[config.mk]
export PLATFORM = sky130hd
export DESIGN_NAME = hmc_tx_token_ctrl_flat
export DESIGN_NICKNAME = d
export VERILOG_FILES = /design/src/rtl/hmc_tx_token_ctrl_if.sv /design/src/rtl/hmc_tx_token_ctrl.sv /design/src/flat_wrapper.sv
export SDC_FILE = /design/constraint.sdc
export NUM_CORES = 1
export LEC_CHECK = 0
export CAP_MARGIN = 10
export CORE_MARGIN = 2
export CORE_UTILIZATION = 29
export CTS_BUF_LIST = sky130_fd_sc_hd__clkbuf_2 sky130_fd_sc_hd__clkbuf_4 sky130_fd_sc_hd__clkbuf_8
export CTS_CLUSTER_SIZE = 10
export DETAILED_ROUTE_END_ITERATION = 8
export GPL_ROUTABILITY_DRIVEN = 0
export PLACE_DENSITY = 0.59
export SYNTH_ARGS = -nofsm -noshare
export SYNTH_HDL_FRONTEND = slang
export SYNTH_SLANG_ARGS = --single-unit
[constraint.sdc]
create_clock -name clk_hmc -period 3.4 [get_ports clk_hmc]
set_input_delay 1.02 -clock clk_hmc [delete_from_list [all_inputs] [get_ports clk_hmc]]
set_output_delay 1.02 -clock clk_hmc [all_outputs]
set_load 0.005 [all_outputs]
[src/rtl/hmc_tx_token_ctrl_if.sv]
// Signal bundle between the TX token tracker, TX arbitration, RX return-token extraction and the register file.
// The master drives requests, returns and control. The slave (the tracker) drives grant and status.
interface hmc_tx_token_ctrl_if #(
  parameter int FPW                = 4,
  parameter int LOG_FPW            = 2,
  parameter int LOG_MAX_HMC_TOKENS = 10,
  parameter int RTC_WIDTH          = 5
);
  logic                          load_tokens;
  logic [LOG_MAX_HMC_TOKENS-1:0] rf_hmc_init_tokens;
  logic                          tx_req_valid;
  logic [LOG_FPW:0]              tx_req_flits;
  logic                          tx_req_grant;
  logic [FPW-1:0]                rx_rtc_valid;
  logic [FPW*RTC_WIDTH-1:0]      rx_rtc;
  logic [LOG_MAX_HMC_TOKENS-1:0] tokens_av;
  logic                          tokens_low;
  logic                          token_overflow;
  logic                          clear_error;

  modport master (
    output load_tokens, rf_hmc_init_tokens, tx_req_valid, tx_req_flits,
           rx_rtc_valid, rx_rtc, clear_error,
    input  tx_req_grant, tokens_av, tokens_low, token_overflow
  );

  modport slave (
    input  load_tokens, rf_hmc_init_tokens, tx_req_valid, tx_req_flits,
           rx_rtc_valid, rx_rtc, clear_error,
    output tx_req_grant, tokens_av, tokens_low, token_overflow
  );
endinterface

[src/rtl/hmc_tx_token_ctrl.sv]
// TX flow-control token tracker. It grants flit requests against the free HMC input-buffer tokens
// and credits RTC returns through a one-stage pipelined adder.
module hmc_tx_token_ctrl #(
  parameter int FPW                = 4,
  parameter int LOG_FPW            = 2,
  parameter int LOG_MAX_HMC_TOKENS = 10,
  parameter int RTC_WIDTH          = 5,
  parameter int LOW_WATERMARK      = 16
) (
  input logic               clk_hmc,
  input logic               res_n,
  hmc_tx_token_ctrl_if.slave tok
);
  localparam int TW = LOG_MAX_HMC_TOKENS;
  localparam int SW = LOG_MAX_HMC_TOKENS + 1;
  localparam int CW = LOG_MAX_HMC_TOKENS + 2;
  localparam logic [CW-1:0] MAX_TOKENS = {2'b00, {TW{1'b1}}};

  typedef enum logic {UNINIT, ACTIVE} state_t;

  state_t          state_q, state_d;
  logic [TW-1:0]   tokens_q, tokens_d;
  logic            low_q, low_d;
  logic            ovf_q, ovf_d;
  logic [SW-1:0]   rtc_sum_q, rtc_sum_d;
  logic            grant;
  logic [CW-1:0]   next_count;
  logic            ovf_set;

  always_comb begin
    rtc_sum_d = '0;
    for (int i = 0; i < FPW; i++) begin
      if (tok.rx_rtc_valid[i])
        rtc_sum_d = rtc_sum_d + SW'(tok.rx_rtc[RTC_WIDTH*i +: RTC_WIDTH]);
    end
  end

  // The grant looks only at the registered count, so returns in flight never enable it early.
  always_comb begin
    grant = (state_q == ACTIVE) && tok.tx_req_valid && !tok.load_tokens &&
            (tok.tx_req_flits <= (LOG_FPW+1)'(FPW)) &&
            (TW'(tok.tx_req_flits) <= tokens_q);
  end

  always_comb begin
    state_d    = state_q;
    tokens_d   = tokens_q;
    ovf_set    = 1'b0;
    next_count = CW'(tokens_q) + CW'(rtc_sum_q) - (grant ? CW'(tok.tx_req_flits) : '0);
    if (tok.load_tokens) begin
      state_d  = ACTIVE;
      tokens_d = tok.rf_hmc_init_tokens;
    end else if (state_q == ACTIVE) begin
      if (next_count > MAX_TOKENS) begin
        tokens_d = {TW{1'b1}};
        ovf_set  = 1'b1;
      end else begin
        tokens_d = next_count[TW-1:0];
      end
    end else begin
      tokens_d = '0;
    end
    low_d = (tokens_d < TW'(LOW_WATERMARK));
    ovf_d = ovf_set || (ovf_q && !tok.clear_error);
  end

  always_ff @(posedge clk_hmc or negedge res_n) begin
    if (!res_n) begin
      state_q   <= UNINIT;
      tokens_q  <= '0;
      low_q     <= 1'b1;
      ovf_q     <= 1'b0;
      rtc_sum_q <= '0;
    end else begin
      state_q   <= state_d;
      tokens_q  <= tokens_d;
      low_q     <= low_d;
      ovf_q     <= ovf_d;
      rtc_sum_q <= rtc_sum_d;
    end
  end

  assign tok.tx_req_grant   = grant;
  assign tok.tokens_av      = tokens_q;
  assign tok.tokens_low     = low_q;
  assign tok.token_overflow = ovf_q;
endmodule
[src/flat_wrapper.sv]
// flat-port wrapper written by rule: the top's interface ports become plain ports
module hmc_tx_token_ctrl_flat 
#(
  parameter int FPW                = 4,
  parameter int LOG_FPW            = 2,
  parameter int LOG_MAX_HMC_TOKENS = 10,
  parameter int RTC_WIDTH          = 5,
  parameter int LOW_WATERMARK      = 16
)
  (clk_hmc, res_n, tok_load_tokens, tok_rf_hmc_init_tokens, tok_tx_req_valid, tok_tx_req_flits, tok_rx_rtc_valid, tok_rx_rtc, tok_clear_error, tok_tx_req_grant, tok_tokens_av, tok_tokens_low, tok_token_overflow);
  hmc_tx_token_ctrl_if #(.FPW(FPW), .LOG_FPW(LOG_FPW), .LOG_MAX_HMC_TOKENS(LOG_MAX_HMC_TOKENS), .RTC_WIDTH(RTC_WIDTH)) tok_i ();
  input logic clk_hmc;
  input logic res_n;
  input wire logic [$bits(tok_i.load_tokens)-1:0] tok_load_tokens;
  input wire logic [$bits(tok_i.rf_hmc_init_tokens)-1:0] tok_rf_hmc_init_tokens;
  input wire logic [$bits(tok_i.tx_req_valid)-1:0] tok_tx_req_valid;
  input wire logic [$bits(tok_i.tx_req_flits)-1:0] tok_tx_req_flits;
  input wire logic [$bits(tok_i.rx_rtc_valid)-1:0] tok_rx_rtc_valid;
  input wire logic [$bits(tok_i.rx_rtc)-1:0] tok_rx_rtc;
  input wire logic [$bits(tok_i.clear_error)-1:0] tok_clear_error;
  output wire logic [$bits(tok_i.tx_req_grant)-1:0] tok_tx_req_grant;
  output wire logic [$bits(tok_i.tokens_av)-1:0] tok_tokens_av;
  output wire logic [$bits(tok_i.tokens_low)-1:0] tok_tokens_low;
  output wire logic [$bits(tok_i.token_overflow)-1:0] tok_token_overflow;
  assign tok_i.load_tokens = tok_load_tokens;
  assign tok_i.rf_hmc_init_tokens = tok_rf_hmc_init_tokens;
  assign tok_i.tx_req_valid = tok_tx_req_valid;
  assign tok_i.tx_req_flits = tok_tx_req_flits;
  assign tok_i.rx_rtc_valid = tok_rx_rtc_valid;
  assign tok_i.rx_rtc = tok_rx_rtc;
  assign tok_i.clear_error = tok_clear_error;
  assign tok_tx_req_grant = tok_i.tx_req_grant;
  assign tok_tokens_av = tok_i.tokens_av;
  assign tok_tokens_low = tok_i.tokens_low;
  assign tok_token_overflow = tok_i.token_overflow;
  hmc_tx_token_ctrl #(.FPW(FPW), .LOG_FPW(LOG_FPW), .LOG_MAX_HMC_TOKENS(LOG_MAX_HMC_TOKENS), .RTC_WIDTH(RTC_WIDTH), .LOW_WATERMARK(LOW_WATERMARK)) u_core (.clk_hmc(clk_hmc), .res_n(res_n), .tok(tok_i));
endmodule
run_1/placement.png
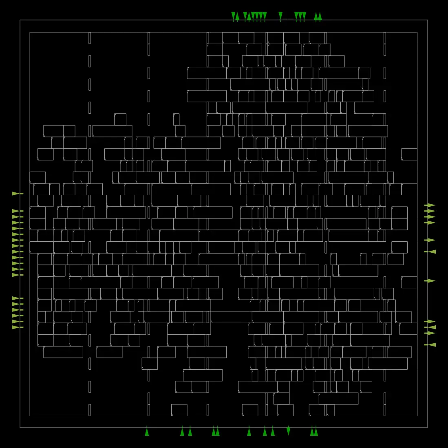
area of the placeable core: 8134 um^2
flip-flop and latch count: 21
final cell count without fillers: 521
count of inserted tapcells: 105

run_1/flops_by_reg.png
(4 px per um) Other sequential cells in the stronger grey, the rest of the logic in the fainter grey.
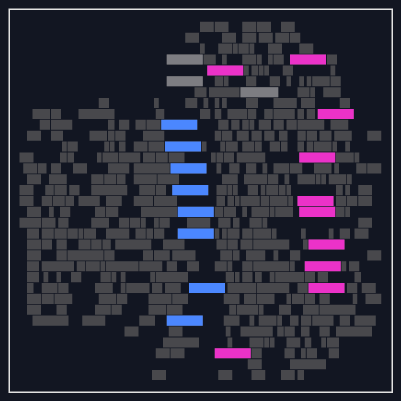
| netlist name | colour | flops |
|---|---|---|
| u_core.tok.tokens_av | magenta | 10 |
| u_core.rtc_sum_q | blue | 8 |
fraction of area in registers: 12.68%
power attributed to sequential cells: 400 uW
register area: 526.8 um^2
utilization after layout: 51.07%

run_1/layer_met3.png
(3 px per um) Cells faint in the background.
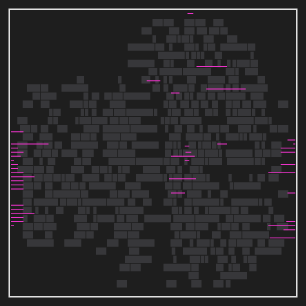
share of all routed wire: 2.8%
nets with wire on the layer: 37
longest straight run: 12.9 um
main direction: horizontal

run_1/placement_by_type.png
(4 px per um)
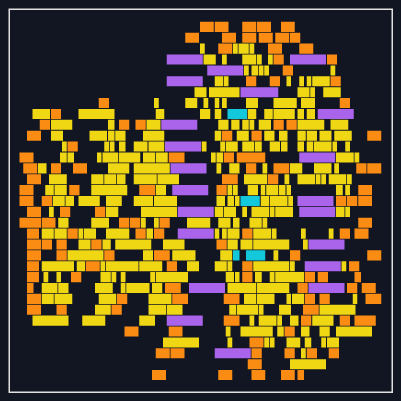
| class | colour | cells |
|---|---|---|
| other buffers and delay cells | orange | 131 |
| flops | purple | 21 |
| clock drivers and dummy loads | cyan | 4 |
| combinational and other logic | yellow | 260 |

==> results.md, run 1 <==
| Metric | Value |
|---|---|
| Yosys top cell area share | 20.68% |
| Global-route congestion overflow total | 0 |
| Post-Synth Simple-Gate Area | 16.55% |
| Largest area contributor in the netlist | dfrtp_1 |
| Number of instances in the synthesized netlist | 287 |
| Failing checks | negative setup slack |
| Number of fill cells | 759 |
| Clock input transition at the sequential cells of the worst setup and hold paths | 0.09 ns |
| Worst Skew | 0.01038 ns |
| Buffers from clock root to sink, at most | 2 |
| First-pass GRT wire length | 10600 um |
| Clock latency of the later-clocked register in the worst-skew pair | 0.28 ns |
| Mux share of post-synthesis cell area | 5.998% |
| Most instantiated cells after synthesis | inv_1, ha_1, nand2_1 |
| Top fanout value on the critical path | 2 |
| Pwr per Cell Area | 941.4 nW/um^2 |
| Worst-case setup margin in the final layout | -0.7571 ns |
| Maximum clock frequency | 240.6 MHz |
| Clock buf count | 3 |
| Final number of setup-violating endpoints | 17 |
| Worst min-delay path class | flop to flop |
| Number of cells in Yosys stat | 287 |
| Leakage power of the design | 0.001921 uW |
| Number of core rows | 33 |
| Reg2reg setup slack | -0.38 ns |
| Number of warnings in the stage logs | 31 |
| Chip area | 9091 um^2 |
| Count of different cell masters after synthesis | 52 |
| Number of cells on the worst reg-to-reg path | 16 |
| Initial core utilization | 29.75% |
| Crit share post-route | 122.3% |
| Actual slew at the worst max-slew pin | 0.4544 ns |
| Comb. cell area | 2131 um^2 |
| Number of nets at the end of the flow | 501 |
| Remaining DRCs | 0 |
| Vias in the first global route | 2348 |
| Worst Path Class, Setup | input pin to flop |
| Number of antenna violations at the first check in global routing | 0 |
| Comb/total area | 51.30% |
| Post-Synthesis Cell Area | 2420 um^2 |
| Port Buf Inserts | 54 |
| CTS tree | done |
| Overall via count from detail_route | 2382 |
| Number of nets at floorplan | 371 |
| Placed wire-length estimate after detailed placement | 5249 um |
| Crit. End Element | flop |
| Result of the run | finished, violations left |
| CP max-delay cell | fa_1 |
| Number of gates resized after cts | 67 |
==> run 1: placed cells by master (no fill, tap or decap), types with 4 or more instances in the layout <==
cell type,synthesis,routed
a21o_1,9,9
a21oi_1,14,6
a21oi_2,5,10
buf_4,0,66
buf_6,1,11
clkdlybuf4s50_1,0,44
dfrtp_1,20,20
fa_2,0,5
ha_1,36,22
ha_4,0,13
inv_1,42,36
inv_2,0,6
mux2_2,12,5
mux2_4,0,7
nand2_1,30,26
nand2_2,0,4
nand2b_1,5,5
nand3_1,5,4
nor2_1,15,14
o21ai_0,19,6
o21ai_1,1,6
o21ai_2,0,5
xnor2_1,12,8
xnor2_2,0,4
xor2_1,4,4
==> run 1: through the flow <==
| step | area, um^2 | total power, uW | worst slack [ns] | setup TNS (ns) | hold slack, ns |
|---|---|---|---|---|---|
| CTS | 3980 | 3674 | -0.7743 | -10.81 | 0.4929 |
| finish | 4154 | 3910 | -0.7571 | -10.75 | 0.4971 |
| floorplan | 2611 | 2211 | -0.6494 | -6.055 | 0.4396 |
| global placement | 3670 | 3236 | -1.312 | -21.07 | 0.4510 |
| global route | 4154 | 4242 | -0.8128 | -12.26 | 0.5169 |
| detailed placement | 3670 | 3265 | -1.358 | -22.03 | 0.4711 |
==> run 1: routing by layer <==
layer,GRT usage [%],part of all wire (%),wire length (um),up-vias
met1,17.59,42,2835,1092
met4,4.710,1.7,111,0
met2,28.58,53,3594,45
li1,-,-,-,1236
met3,0.6324,2.8,186,9
met5,0,0,0,-
==> run 1: report_power, final <==
group	total (uW)	internal, uW	switching, uW	leakage [uW]
Combinational	3330	1780	1550	0.00165
Clock	177	82.2	94.7	0.0000255
Sequential	400	352	47.6	0.000244
Total	3910	2220	1690	0.00192
run_1/sizes.png
(4 px per um)
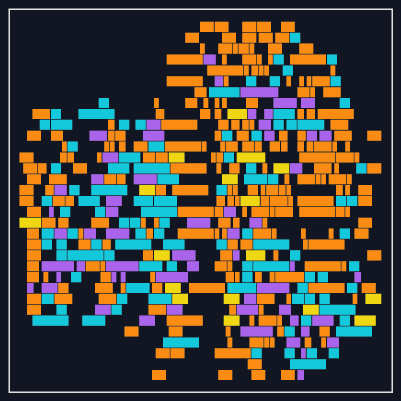

==> run 1 -> run 2 <==
--- a/config.mk
+++ b/config.mk
@@ -12,6 +12,7 @@
 export CTS_CLUSTER_SIZE = 10
 export DETAILED_ROUTE_END_ITERATION = 8
 export GPL_ROUTABILITY_DRIVEN = 0
+export GPL_TIMING_DRIVEN = 0
 export PLACE_DENSITY = 0.59
 export SYNTH_ARGS = -nofsm -noshare
 export SYNTH_HDL_FRONTEND = slang
run_2/sizes.png
(4 px per um)
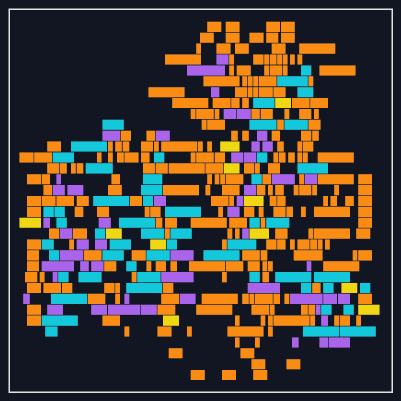
| size | colour | cells | share |
|---|---|---|---|
| _0 and _1 cells | orange | 252 | 68% |
| _6 and larger | yellow | 11 | 3.0% |
| _3 and _4 cells | cyan | 54 | 15% |
| _2 cells | purple | 51 | 14% |
Buffers, non-clock: 82
final instance area: 3709 um^2
area grow syn2layout: 53.26%
worst-case setup margin in the final layout: -0.6520 ns

run_2/flops_by_reg.png
(4 px per um) Other sequential cells in the stronger grey, the rest of the logic in the fainter grey.
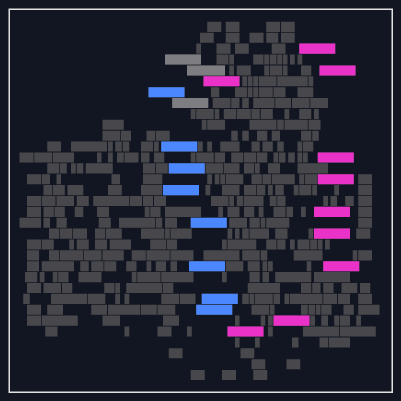
| netlist name | colour | flops |
|---|---|---|
| u_core.rtc_sum_q | blue | 8 |
| u_core.tok.tokens_av | magenta | 10 |
power attributed to sequential cells: 417 uW
utilization after layout: 45.59%
fraction of area in registers: 14.20%

==> results.md, run 2 <==
| Metric | Value | vs previous |
|---|---|---|
| Placement-stage worst setup slack | -1.422 ns | was -1.358 ns |
| Final number of setup-violating endpoints | 18 | was 17 |
| Total Neg Setup Slack | -7.762 ns | was -10.75 ns |
| Number of antenna violations at the first check in global routing | 0 | unchanged |
| Most instantiated cells after synthesis | inv_1, ha_1, nand2_1 | unchanged |
| Overall via count from detail_route | 2262 | was 2382 |
| Area post-placement | 3263 um^2 | was 3670 um^2 |
| Number of nets at the end of the flow | 453 | was 501 |
| Pint | 1807 uW | was 2219 uW |
| First-pass GRT wire length | 9942 um | was 10600 um |
| Commonest non-fill, non-tap cell in the layout | clkdlybuf4s50_1 | was buf_4 |
| Placed wire-length estimate after detailed placement | 4834 um | was 5249 um |
| Detailed Route Iter0 Violations | 49 | was 59 |
| Post-Place Cells | 444 | was 494 |
| Vias in the first global route | 2288 | was 2348 |
| Number of cells on the worst reg-to-reg path | 15 | was 16 |
| Final cell count without fillers | 473 | was 521 |
| Worst Path Class, Setup | input pin to flop | unchanged |
| Termination of the worst setup path | u_core.tok.tokens_low$_DFF_PN1_ | unchanged |
| Endpoint required time on the critical path | 3.61 ns | was 3.62 ns |
| Post-Synthesis Cell Area | 2420 um^2 | unchanged |
| Power share of the clock group | 5.0% | was 4.5% |
| Worst min-delay path class | flop to flop | unchanged |
| Number of buffers inserted for hold repair after clock tree synthesis | 0 | unchanged |
| Worst hold margin | 0.4921 ns | was 0.4971 ns |
| Crit share post-route | 119.2% | was 122.3% |
| Maximum clock frequency | 246.8 MHz | was 240.6 MHz |
| Actual slew at the worst max-slew pin | 0.9500 ns | was 0.4544 ns |
| Inserted Clock Buffers | 3 | unchanged |
| Highest-count cells in the layout ignoring fill and taps | clkdlybuf4s50_1, inv_1, nand2_1, ha_1 | was buf_4, clkdlybuf4s50_1, inv_1, nand2_1, ha_1 |
| Global-route congestion overflow total | 0 | unchanged |
| Yosys top cell area share | 20.68% | unchanged |
| Count of different cell masters after synthesis | 52 | unchanged |
| Result of the run | finished, violations left | unchanged |
| Launch point of the worst reg-to-reg path | u_core.tok.tokens_av[9]$_DFF_PN0_ | was u_core.tok.tokens_av[3]$_DFF_PN0_ |
| Port Buf Inserts | 52 | was 54 |
| Pwr per Cell Area | 919.0 nW/um^2 | was 941.4 nW/um^2 |
| Top non-seq family | adder cells | unchanged |
| Number of fill cells | 776 | was 759 |
| Number of instances in the synthesized netlist | 287 | unchanged |
| Ys flop type | dfrtp_1 | unchanged |
| Number of hold violations in the final report | 0 | unchanged |
| Number of cells in Yosys stat | 287 | unchanged |
| NetSw | 1601 uW | was 1692 uW |
| Combinational Power Share | 82.8% | was 85.3% |
| Leakage power of the design | 0.001656 uW | was 0.001921 uW |
| Number of nets at floorplan | 371 | unchanged |
| Clock input transition at the sequential cells of the worst setup and hold paths | 0.08 ns | was 0.09 ns |
| CTS tree | done | unchanged |
| Share of power burned in registers | 12.2% | was 10.2% |
| Number of warnings in the stage logs | 31 | unchanged |
| Remaining DRCs | 0 | unchanged |
| Overall power of the completed layout | 3408 uW | was 3910 uW |
| Worst Skew | 0.007722 ns | was 0.01038 ns |
| Reg2reg setup slack | -0.32 ns | was -0.38 ns |
| Switching fraction of total power | 46.98% | was 43.26% |
| Clock latency of the later-clocked register in the worst-skew pair | 0.27 ns | was 0.28 ns |
| DRT Wirelength | 6133 um | was 6727 um |
| Initial core utilization | 29.75% | unchanged |
| Area of the placeable core | 8134 um^2 | unchanged |
| Crit. End Element | flop | unchanged |
| Top fanout value on the critical path | 3 | was 2 |
| Largest area contributor in the netlist | dfrtp_1 | unchanged |
| Post-Synth Simple-Gate Area | 16.55% | unchanged |
| Worst-case setup margin in the final layout | -0.6520 ns | was -0.7571 ns |
| Mux share of post-synthesis cell area | 5.998% | unchanged |
| Failing checks | negative setup slack | unchanged |
| Buffers from clock root to sink, at most | 2 | unchanged |
| Chip area | 9091 um^2 | unchanged |
run_2/placement_by_type.png
(4 px per um)
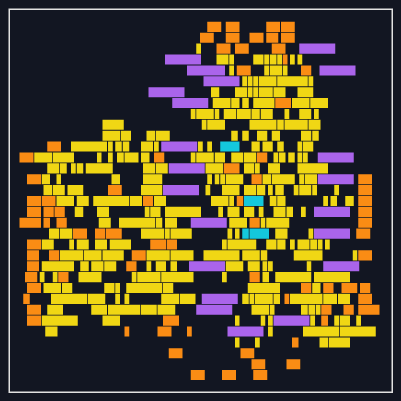
number of core rows: 33

==> run 2: power groups by stage <==
stage                     combinational, uW  clock, uW  sequential [uW]
after floorplan                        1790          0              420
after detailed placement               2340          0              426
final                                  2820        169              417
after global routing                   3100        187              431
after CTS                              2670        177              421
after global placement                 2320          0              420
==> run 2: layout make-up <==
type / count / area, um^2 / share of cell area (%)
plain buffers: 6 / 31.28 / 0.8435
flip-flops and latches: 21 / 526.8 / 14.20
inverters: 42 / 157.7 / 4.251
clock buffers: 3 / 41.29 / 1.113
multi-input cells: 219 / 2113 / 56.98
repair buffers: 76 / 701.9 / 18.93
well taps: 105 / 131.4 / 3.543
clock inverters: 1 / 5.005 / 0.1350
==> run 2: critical path, cell delays in order <==
cell      delay (ns)
buf_8           0.10
ha_4            0.25
a21o_1          0.12
a21oi_2         0.06
a311oi_2        0.29
nor2_2          0.10
nand2_1         0.10
fa_2            0.47
fa_2            0.41
a211oi_4        0.27
buf_4           0.15
o211ai_1        0.09
a21oi_2         0.19
xnor2_1         0.13
o41ai_2         0.27
and4_1          0.26
==> run 2: metal layers <==
| layer | up-vias | track usage [%] | routed length [um] |
|---|---|---|---|
| met5 | - | 0 | 0 |
| met4 | 0 | 5.556 | 184 |
| met3 | 13 | 1.739 | 317 |
| met2 | 65 | 26.17 | 3144 |
| met1 | 1041 | 15.56 | 2487 |
| li1 | 1143 | - | - |
==> run 2: what timing repair did <==
item / 4_1_cts / 5_1_grt
pin swaps: 45 / 9
gates resized: 68 / 17
endpoints found under the setup margin: 20 / 20
gates cloned: 1 / 0
buffers inserted: 25 / 3
Power and IR drop assume default switching activity.
